==> config.mk <==
export PLATFORM = sky130hd
export DESIGN_NAME = fetch_stage
export DESIGN_NICKNAME = d
export VERILOG_FILES = /design/src/rtl/mips_pkg.sv /design/src/rtl/fetch_stage_npc_calc.sv /design/src/rtl/fetch_stage.sv
export SDC_FILE = /design/constraint.sdc
export NUM_CORES = 1
export LEC_CHECK = 0
export CAP_MARGIN = 10
export CORE_UTILIZATION = 40
export DETAILED_ROUTE_END_ITERATION = 10
export PLACE_DENSITY = 0.69
export SLEW_MARGIN = 15
export SYNTH_ARGS = -nofsm -noshare
export SYNTH_HDL_FRONTEND = slang
export SYNTH_HIERARCHICAL = 1
export SYNTH_SLANG_ARGS = --single-unit
==> constraint.sdc <==
create_clock -name clk -period 2.6 [get_ports clk]
set_input_delay 0.65 -clock clk [delete_from_list [all_inputs] [get_ports clk]]
set_output_delay 0.65 -clock clk [all_outputs]
set_load 0.01 [all_outputs]
==> src/rtl/mips_pkg.sv <==
// Shared definitions for the MIPS core front end: next-PC select codes,
// reset PC / ROM size defaults and the opcode/funct values the stall unit decodes.
package mips_pkg;

    typedef enum logic [1:0] {
        NPC_SEQ = 2'd0,
        NPC_BEQ = 2'd1,
        NPC_J   = 2'd2,
        NPC_JR  = 2'd3
    } npc_op_e;

    localparam logic [31:0] PC_RESET_DEFAULT = 32'h0000_3000;
    localparam int          IMEM_AW_DEFAULT  = 10;

    localparam logic [5:0] OP_SPECIAL = 6'h00;
    localparam logic [5:0] OP_J       = 6'h02;
    localparam logic [5:0] OP_JAL     = 6'h03;
    localparam logic [5:0] OP_BEQ     = 6'h04;
    localparam logic [5:0] OP_ORI     = 6'h0d;
    localparam logic [5:0] OP_LW      = 6'h23;
    localparam logic [5:0] OP_SH      = 6'h29;
    localparam logic [5:0] OP_SW      = 6'h2b;

    localparam logic [5:0] FN_JR      = 6'h08;
    localparam logic [5:0] FN_ADDU    = 6'h21;
    localparam logic [5:0] FN_SUBU    = 6'h23;

    // Word-aligned, sign-extended branch offset.
    function automatic logic [31:0] branch_offset(input logic [15:0] imm);
        return {{14{imm[15]}}, imm, 2'b00};
    endfunction

endpackage

==> src/rtl/fetch_stage_npc_calc.sv <==
// Combinational next-PC selection from the instruction currently in ID.
// Redirect targets are computed from the ID-stage PC; the fall-through is pc_F+4.
module npc_calc
    import mips_pkg::*;
(
    input  logic [31:0] pc_f_i,
    input  logic [31:0] pc_d_i,
    input  logic [25:0] ir_d_i,
    input  npc_op_e     npc_op_i,
    input  logic        cmp_eq_i,
    input  logic [31:0] rs_val_i,
    output logic [31:0] npc_o
);

    logic [31:0] seq_pc;
    logic [31:0] beq_pc;
    logic [31:0] jmp_pc;

    assign seq_pc = pc_f_i + 32'd4;
    assign beq_pc = pc_d_i + 32'd4 + branch_offset(ir_d_i[15:0]);
    assign jmp_pc = {pc_d_i[31:28], ir_d_i, 2'b00};

    always_comb begin
        npc_o = seq_pc;
        case (npc_op_i)
            NPC_SEQ: npc_o = seq_pc;
            NPC_BEQ: npc_o = cmp_eq_i ? beq_pc : seq_pc;
            NPC_J:   npc_o = jmp_pc;
            NPC_JR:  npc_o = rs_val_i;
            default: npc_o = seq_pc;
        endcase
    end

endmodule

==> src/rtl/fetch_stage.sv <==
// IF stage with the IF/ID pipeline register; the branch delay slot is architectural,
// so redirects never flush IF/ID. Optional FETCH_STALL_CNT_EN adds stall/issue counters.
module fetch_stage
    import mips_pkg::*;
#(
    parameter logic [31:0] PC_RESET = PC_RESET_DEFAULT,
    parameter int          IMEM_AW  = IMEM_AW_DEFAULT
) (
    input  logic               clk,
    input  logic               reset,
    input  logic               stop,
    input  logic [1:0]         npc_op,
    input  logic               cmp_eq_D,
    input  logic [31:0]        rs_val_D,
    output logic [IMEM_AW-1:0] imem_addr,
    input  logic [31:0]        imem_rdata,
    output logic [31:0]        IR_D,
    output logic [31:0]        PC_D,
    output logic [31:0]        PC8_D,
`ifdef FETCH_STALL_CNT_EN
    output logic [31:0]        stall_cnt,
`endif
    output logic [31:0]        pc_F
);

    logic [31:0] pc_q,  pc_d;
    logic [31:0] ir_q,  ir_d;
    logic [31:0] pcd_q, pcd_d;
    logic [31:0] pc8_q, pc8_d;
    logic [31:0] npc;

    npc_calc u_npc_calc (
        .pc_f_i   (pc_q),
        .pc_d_i   (pcd_q),
        .ir_d_i   (ir_q[25:0]),
        .npc_op_i (npc_op_e'(npc_op)),
        .cmp_eq_i (cmp_eq_D),
        .rs_val_i (rs_val_D),
        .npc_o    (npc)
    );

    // ROM is indexed relative to the reset PC; higher bits wrap modulo its depth.
    assign imem_addr = IMEM_AW'((pc_q - PC_RESET) >> 2);

    // stop freezes the whole stage; the held IR_D re-presents any pending redirect.
    always_comb begin
        pc_d  = pc_q;
        ir_d  = ir_q;
        pcd_d = pcd_q;
        pc8_d = pc8_q;
        if (!stop) begin
            pc_d  = npc;
            ir_d  = imem_rdata;
            pcd_d = pc_q;
            pc8_d = pc_q + 32'd8;
        end
    end

`ifdef FETCH_STALL_CNT_EN
    logic [31:0] stall_cnt_q;
    logic [31:0] issue_cnt;

    always_ff @(posedge clk) begin
        if (reset) begin
            stall_cnt_q <= 32'd0;
            issue_cnt   <= 32'd0;
        end else if (stop) begin
            stall_cnt_q <= stall_cnt_q + 32'd1;
        end else begin
            issue_cnt   <= issue_cnt + 32'd1;
        end
    end

    assign stall_cnt = stall_cnt_q;
`endif

    always_ff @(posedge clk) begin
        if (reset) begin
            pc_q  <= PC_RESET;
            ir_q  <= 32'd0;
            pcd_q <= PC_RESET;
            pc8_q <= PC_RESET + 32'd8;
        end else begin
            pc_q  <= pc_d;
            ir_q  <= ir_d;
            pcd_q <= pcd_d;
            pc8_q <= pc8_d;
        end
    end

    assign pc_F  = pc_q;
    assign IR_D  = ir_q;
    assign PC_D  = pcd_q;
    assign PC8_D = pc8_q;

endmodule
run_1/clock_nets.png
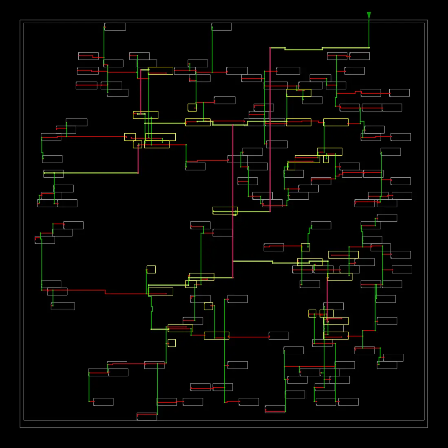
clkbuf count: 19
final setup skew: 0.01126 ns
clk sinks: 125
Seq cells: 125
CTS Buf Count: 17

run_1/layers.png
Drawn at 3 px/um.
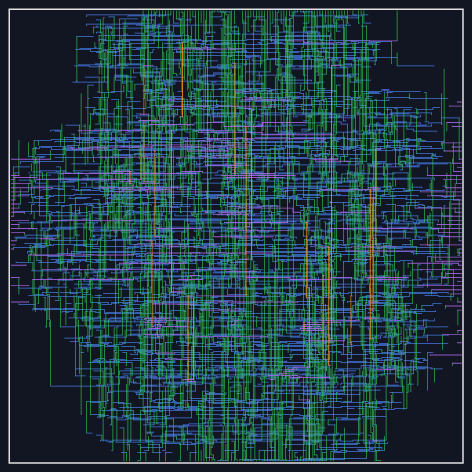
[green] M2 | wire length: 15,300 um
[purple] M3 | wire length: 2,100 um
[orange] M4 | wire length: 873 um
[blue] M1 | wire length: 14,600 um
via count: 9,513
routed wire length: 32.85 mm
Total GRT Usage: 0.2895
DR WL/cell: 19.36 um

run_1/gates.png
Drawn at 2 px/um.
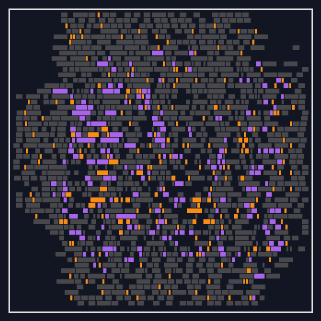
[purple] aoi and oai cells | cells: 186
[orange] nor cells | cells: 205 | where: spread over the die
logic share of the area: 0.4789
Commonest Layout Cell: clkdlybuf4s50_1

==> results.cfg, run 1 <==
; generated from flow reports
[outcome]
status = finished, violations left
violations = setup timing

[logic_synthesis]
ys.warnings.count = 6
top_cell_area_share = 0.2829
synth_flops = 125
edf_count = 0
synthesis.area_um2 = 8846
synth_top_flop_cell = dfxtp_1
synth.cellmix.compoundShare = 0.1719
synth_nets = 1195
yosys_cells = 1065
ys_sh_xor = 0.05941
yosysMostFrequentCell = nor2_1
top_area_cell = dfxtp_1
synthCells = 1065
synth-area-yosys_um2 = 8846
ys_seq_frac = 0.2829
synth_area_per_cell_um2 = 8.306

[place]
io_buffers = 207
dpl.cell_count = 1649
dpl_cell_area_um2 = 12440

[sta]
fmax_ghz = 0.3590
hold_viol = 0
min_period_ns = 2.785
hold_slack_ns = 0.4638
finalCritPeriodShare = 1.071
setup_viol = 16
rsz0062_at_grt = true
tns_ns = -1.456
maxSlewViolCount = 0
setup_slack_ns = -0.1854

[layout]
synthToLayoutAreaGrowth_pct = 57.14
seq_share = 0.1822
postLayoutCoreUtil = 0.6389
clk_share = 0.04446
fillers = 1783
logic_area_um2 = 6658
stdcell_area_um2 = 13900
n_all_buffers = 402
ff_latch_area_um2 = 2532
layout-drive-gt1-share = 0.2592
fin_cells = 1697

[worst_hold_path]
hold_end = PC8_D[5]
hold_depth = 2
min_from = PC8_D[5]

[global_routing]
use_met1 = 0.3943
grt-ovfl-total = 0
antenna_found_initial = 1
grt_max_degree = 60
grt.busiest_layer = met2
use_met2 = 0.4599

[critical_path]
max_stage_delay_ns = 0.46
crit_path_end = pc_F[17]
crit_path_start_kind = flip-flop
crit_slowest_cell = mux4_2
path_max_fanout = 3
rrSetupSlack_ns = -0.19
critical_path_class = reg2reg
required_ns = 2.90
r2r-end = pc_F[17]
cp_num_cells = 13

[run]
maxCapViolCount = 0

[power_and_ir_drop]
power_density_nw_per_um2 = 447.6
vdd_drop_max_uv = 387.4

[clock_network]
post-cts-setup-buffers = 11
htreeDepth = 4
cts_tree = built
cts_hold_buf = 0

[floorplan]
io_pins = 208
fp-utilization = 0.4066

[route]
first_iter_violations = 810
viasPerCell = 5.606
dr_wl_met2_mm = 15.27
drc = 0
-- run 1: placed cells by master, fill, tap and decap left out, types with 12 or more instances in the layout --
master / count
ha_4: 28
clkdlybuf4s50_1: 204
dfxtp_2: 12
nand2_1: 74
xor2_1: 23
buf_4: 181
nor4_1: 12
nor2_1: 160
ha_1: 29
nand4_1: 18
mux2i_1: 93
a211oi_1: 19
a21oi_1: 38
xnor2_1: 30
inv_1: 19
dfxtp_1: 109
clkbuf_16: 18
o21ai_0: 28
nand3_1: 26
-- run 1: where the power goes --
part / internal (mW) / leakage [nW] / switching, mW
sequential: 2.02 / 1.03 / 0.0985
clock: 1.52 / 0.296 / 1.00
combinational: 0.815 / 4.43 / 0.768
-- run 1: sequential cells by signal, summed over array words and instances, names as in the netlist --
register,flops
IR_D,32
PC_D,32
pc_F,32
PC8_D,29
run_1/clock_wires.png
Drawn at 2 px/um.
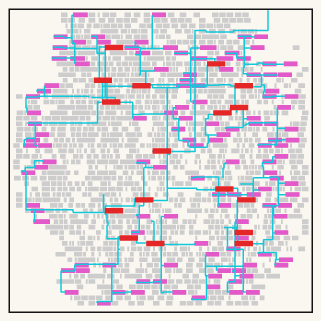

==> run 1 -> run 2 <==
--- a/config.mk
+++ b/config.mk
@@ -8,7 +8,7 @@
 export CAP_MARGIN = 10
 export CORE_UTILIZATION = 40
 export DETAILED_ROUTE_END_ITERATION = 10
-export PLACE_DENSITY = 0.69
+export PLACE_DENSITY = 0.73
 export SLEW_MARGIN = 15
 export SYNTH_ARGS = -nofsm -noshare
 export SYNTH_HDL_FRONTEND = slang
run_2/clock_wires.png
Drawn at 2 px/um.
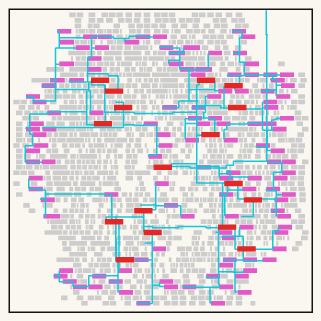
[red] clock-net drivers | count: 17
[cyan] clock wires | length: 1,900 um
[magenta] flip-flops | count: 125
flops lie: spread over the die
Power Clock: 2.43 mW
final setup skew: 0.01109 ns
Insertion Delay late pin: 0.43 ns
clock share of power: 0.395

run_2/floorplan.png
Drawn at 2 px/um. Pins as bars on the die edge.
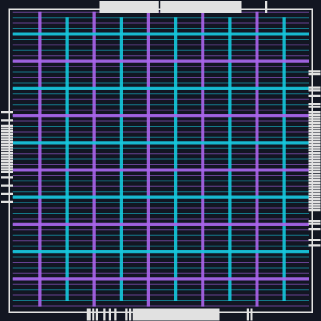
[purple] VSS
[cyan] VDD
signal pins: 208
met5 straps: 10
met4 straps: 10

run_2/clock_nets.png
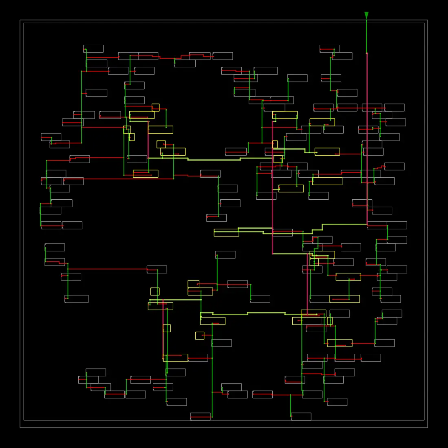
clkbuf count: 17

==> results.cfg, run 2 <==
; generated from flow reports
[power_and_ir_drop]
comb-power_mw = 1.59
power_frac_comb = 0.259
power.switching_mw = 1.871
pwr-share-seq = 0.346
maxPowerGroup = clock
vdd_drop_max_uv = 400.1
power_density_nw_per_um2 = 446.2
p_int_mw = 4.266
p_sw_frac = 0.3049
pg_seq_mw = 2.12

[run]
maxCapViolCount = 0

[logic_synthesis]
async_flop_share = 0
synth.cellmix.compoundShare = 0.1719
synth_flops = 125
top_cell_area_share = 0.2829
edf_count = 0
yosys_cells = 1065
synth_area_per_cell_um2 = 8.306
ys.warnings.count = 6
ys_seq_frac = 0.2829
synth_top_flop_cell = dfxtp_1
ys_sh_xor = 0.05941
synthesis.area_um2 = 8846
synth-area-yosys_um2 = 8846
yosysMostFrequentCell = nor2_1
top_area_cell = dfxtp_1
synth_nets = 1195
synthCells = 1065

[worst_hold_path]
hold_end = PC8_D[5]
hold_depth = 2
min_from = PC8_D[5]

[critical_path]
r2r-end = pc_F[9]
crit_path_end = pc_F[9]
cp_num_cells = 13
ff2ff_path_depth = 13
required_ns = 2.92
max_stage_delay_ns = 0.48
critical_path_class = reg2reg
rrSetupSlack_ns = -0.23
path_max_fanout = 2
crit_slowest_cell = mux4_2
crit_path_start_kind = flip-flop
critPathBufInv = 2

[sta]
fmax_ghz = 0.3529
min_period_ns = 2.833
tns_ns = -1.463
hold_slack_ns = 0.4653
setup_slack_ns = -0.2335
finalCritPeriodShare = 1.090
setup_viol = 14
rsz0062_at_grt = true
hold_viol = 0

[place]
io_buffers = 207
hpwl_mm = 24.54

[route]
vias = 9571
first_iter_violations = 790
wl_met3_mm = 2.591
wl_mm = 33.03
wl_per_cell_um = 19.50
viasPerCell = 5.650
drc = 0
dr_wl_met2_mm = 14.85

[global_routing]
antenna_found_initial = 1
grt-ovfl-total = 0
grt_max_degree = 53
grt_usage = 0.2849

[layout]
final_layout_top_logic_cell = clkdlybuf4s50_1
clk_share = 0.04266
ff_latch_area_um2 = 2534
seq_share = 0.1842
postLayoutCoreUtil = 0.6322
comb_share = 0.4802
final_cell_mix = clkdlybuf4s50_1, buf_4, nor2_1
n_all_buffers = 400
logic_area_um2 = 6605
n_all_inverters = 24
numSequentialCells = 125
synthToLayoutAreaGrowth_pct = 55.49
fillers = 1811
layout-drive-gt1-share = 0.2610

[floorplan]
fp-utilization = 0.4066
io_pins = 208

[outcome]
violations = setup timing
status = finished, violations left

[clock_network]
numCtsBuffers = 17
post-cts-setup-buffers = 5
htreeDepth = 4
cts_hold_buf = 0
cts_tree = built
## run 2: cell counts after synthesis
No cell type changed its count.
## run 2: layer usage
layer | up-vias | GRT usage
met5 | - | 0
met4 | 2 | 0.09850
met3 | 59 | 0.05455
met2 | 401 | 0.4449
met1 | 4582 | 0.3901
li1 | 4527 | -
## run 2: stage by stage
| step | instances | setup WS, ns | power, mW | instance area, um2 |
|---|---|---|---|---|
| 6_report | 1694 | -0.2335 | 6.137 | 13750 |
| 4_1_cts | 1686 | -0.1600 | 6.037 | 13240 |
| 3_5_place_dp | 1649 | -0.2883 | 3.603 | 12410 |
| 5_1_grt | 1694 | -0.3195 | 6.356 | 13750 |
| 3_3_place_gp | 1649 | -0.2295 | 3.580 | 12410 |
| 2_1_floorplan | 1065 | -0.1197 | 2.867 | 8975 |
run_2/layers.png
Drawn at 3 px/um.
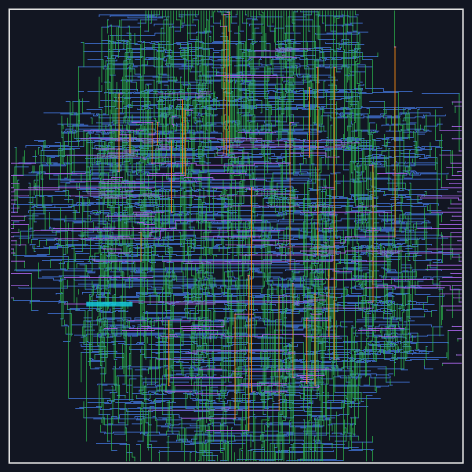

==> run 2 -> run 3 <==
--- a/config.mk
+++ b/config.mk
@@ -6,9 +6,12 @@
 export NUM_CORES = 1
 export LEC_CHECK = 0
 export CAP_MARGIN = 10
-export CORE_UTILIZATION = 40
+export CELL_PAD_IN_SITES_DETAIL_PLACEMENT = 0
+export CELL_PAD_IN_SITES_GLOBAL_PLACEMENT = 1
+export CORE_UTILIZATION = 34
 export DETAILED_ROUTE_END_ITERATION = 10
-export PLACE_DENSITY = 0.73
+export PLACE_DENSITY = 0.82
+export SETUP_SLACK_MARGIN = 0.2
 export SLEW_MARGIN = 15
 export SYNTH_ARGS = -nofsm -noshare
 export SYNTH_HDL_FRONTEND = slang
run_3/layers.png
Drawn at 3 px/um.
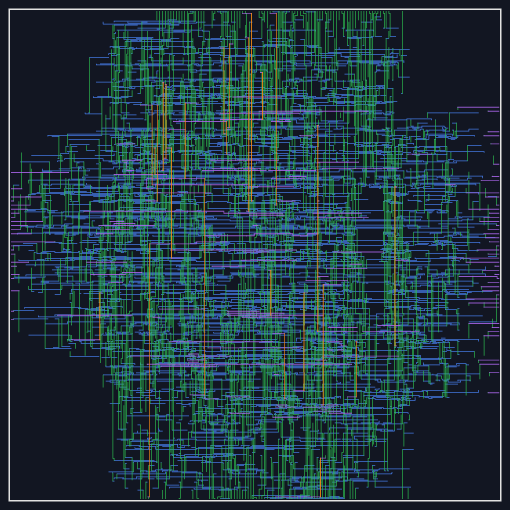
[purple] M3 | wire length: 1,690 um
[blue] M1 | wire length: 15,400 um
[orange] M4 | wire length: 885 um
[green] M2 | wire length: 15,600 um

run_3/floorplan.png
Drawn at 2 px/um. Pins as bars on the die edge.
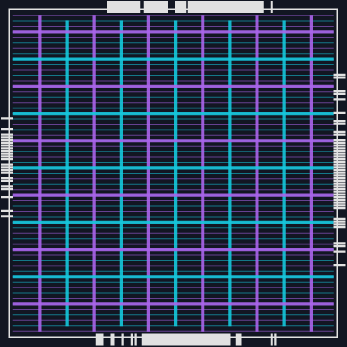
[purple] VSS
[cyan] VDD
met5 straps: 11
rows: 58
met1 rails: 59
met4 straps: 11
worst vdd ir: 401.5 uV
Die Ht: 163.3 um
core area: 25,330 um2
die width: 163.3 um

==> results.cfg, run 3 <==
; generated from flow reports
[sta]
tns_ns = -1.815
hold_viol = 0
fmax_ghz = 0.3564
setup_slack_ns = -0.2062
rsz0062_at_grt = true
min_period_ns = 2.806
finalCritPeriodShare = 1.079
hold_slack_ns = 0.4696
slew-limit-headroom = 0.6243
fin_worst_skew_ns = 0.008967
worstMarginPinSlew_ns = 0.5584
maxSlewViolCount = 0
setup_viol = 17

[place]
io_buffers = 207
gp_congestion = 0.9073
dp_slack_ns = -0.2849
dpl.cell_count = 1687
dpl_cell_area_um2 = 12380
hpwl_mm = 24.95

[power_and_ir_drop]
comb-power_mw = 1.58
maxPowerGroup = clock
power_frac_comb = 0.261
power.switching_mw = 1.890
clkPwrFrac = 0.388
pg_seq_mw = 2.12
p_int_mw = 4.174
p_sw_frac = 0.3117
power_density_nw_per_um2 = 435.2
p_leak_nw = 5.693
p_total_mw = 6.064
pwr-share-seq = 0.350

[critical_path]
path_max_fanout = 2
rrSetupSlack_ns = -0.21
crit_path_start_kind = flip-flop
r2r-end = pc_F[11]
crit_slowest_cell = dfxtp_4
max_stage_delay_ns = 0.35
critPathBufInv = 2
ff2ff_path_depth = 14
critPathLaunch = IR_D[1]
critical_path_class = reg2reg
cp_num_cells = 14
cp-end-kind = flip-flop
required_ns = 2.91
crit_path_end = pc_F[11]

[floorplan]
fp-utilization = 0.3493
num_rows = 58
io_pins = 208

[layout]
fin_cells = 1739
layout-drive-gt1-share = 0.2699
final_layout_top_logic_cell = clkdlybuf4s50_1
logic_area_um2 = 6770
final_cell_mix = clkdlybuf4s50_1, buf_4, nor2_1
fillers = 2303
stdcell_area_um2 = 13930
ff_latch_area_um2 = 2536
synthToLayoutAreaGrowth_pct = 57.52
postLayoutCoreUtil = 0.5502

[route]
routedLengthMet1_mm = 15.42
ant_nets = 0
first_iter_violations = 722
dr.max_layer_used = met4
vias = 9412
viasPerCell = 5.412
wl_per_cell_um = 19.32
wl_mm = 33.59
drc = 0
wl_met3_mm = 1.690
dr_wl_met2_mm = 15.60

[clock_network]
numCtsBuffers = 17
post-cts-setup-buffers = 7
cts.sinks = 125
cts_tree = built
insertion_delay_ns = 0.43
htreeDepth = 4
cts_root_buf = clkbuf_16
clk_path_buf_depth = 2
cts_hold_buf = 0
cts_resized = 39

[logic_synthesis]
synth_area_per_cell_um2 = 8.306
ys_sh_simple = 0.2139
synth_top_flop_cell = dfxtp_1
ys_sh_xor = 0.05941
synthesis.area_um2 = 8846
top_area_cell = dfxtp_1
synth_flops = 125
top_cells_by_count = nor2_1, dfxtp_1, mux2i_1
edf_count = 0
yosys_cells = 1065
muxShareOfSynthArea = 0.1324
synthCells = 1065
ys_seq_frac = 0.2829
synth.cellmix.compoundShare = 0.1719
synth_nets = 1195
yosysUniqueCellTypes = 73
synth.logic.top_family = simple AND/OR/NAND/NOR gates
area_leaders = dfxtp_1, mux2i_1, ha_1, nor2_1, xnor2_1
ys.warnings.count = 6
async_flop_share = 0
top_cell_area_share = 0.2829
synth-area-yosys_um2 = 8846
yosysMostFrequentCell = nor2_1

[global_routing]
grt-ovfl-total = 0
antenna_found_initial = 1
use_met3 = 0.03073
grt_usage = 0.2454
use_met1 = 0.3401
use_met2 = 0.3902
grt.busiest_layer = met2
grt_max_degree = 57

[worst_hold_path]
hp-class = reg2reg
hold_end = PC8_D[31]
hold_depth = 2
min_from = PC8_D[31]

[outcome]
violations = setup timing
status = finished, violations left

[run]
maxCapViolCount = 0
warnings = 29
run_3/clock_nets.png
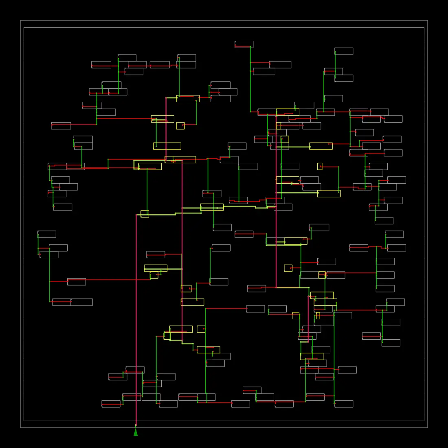
clkbuf count: 18
Power Clock: 2.36 mW

==> run 3: cell count changes in the layout (fill, tap and decap cells not counted), sizes merged <==
cell           previous run  this run
clkdlybuf4s50           204       203
diode                     0         1
clkbuf                   17        18
buf                     196       191
inv                      28        29
clkinv                    6         5
bufinv                    2         1
==> run 3: area by class of cell <==
class / instances / area share
flip-flops and latches: 125 / 0.1820
multi-input cells: 833 / 0.4859
diodes: 1 / 0.0001796
well taps: 330 / 0.02963
clock buffers: 18 / 0.03080
clock inverters: 14 / 0.009697
repair buffers: 394 / 0.2554
inverters: 24 / 0.006465
==> run 3: worst min-delay path: stages, from the launching register on <==
cell and delay [ns]:
dfxtp_1 0.31, inv_1 0.06, a2111oi_2 0.05
Power is estimated from default activity; no workload was simulated.
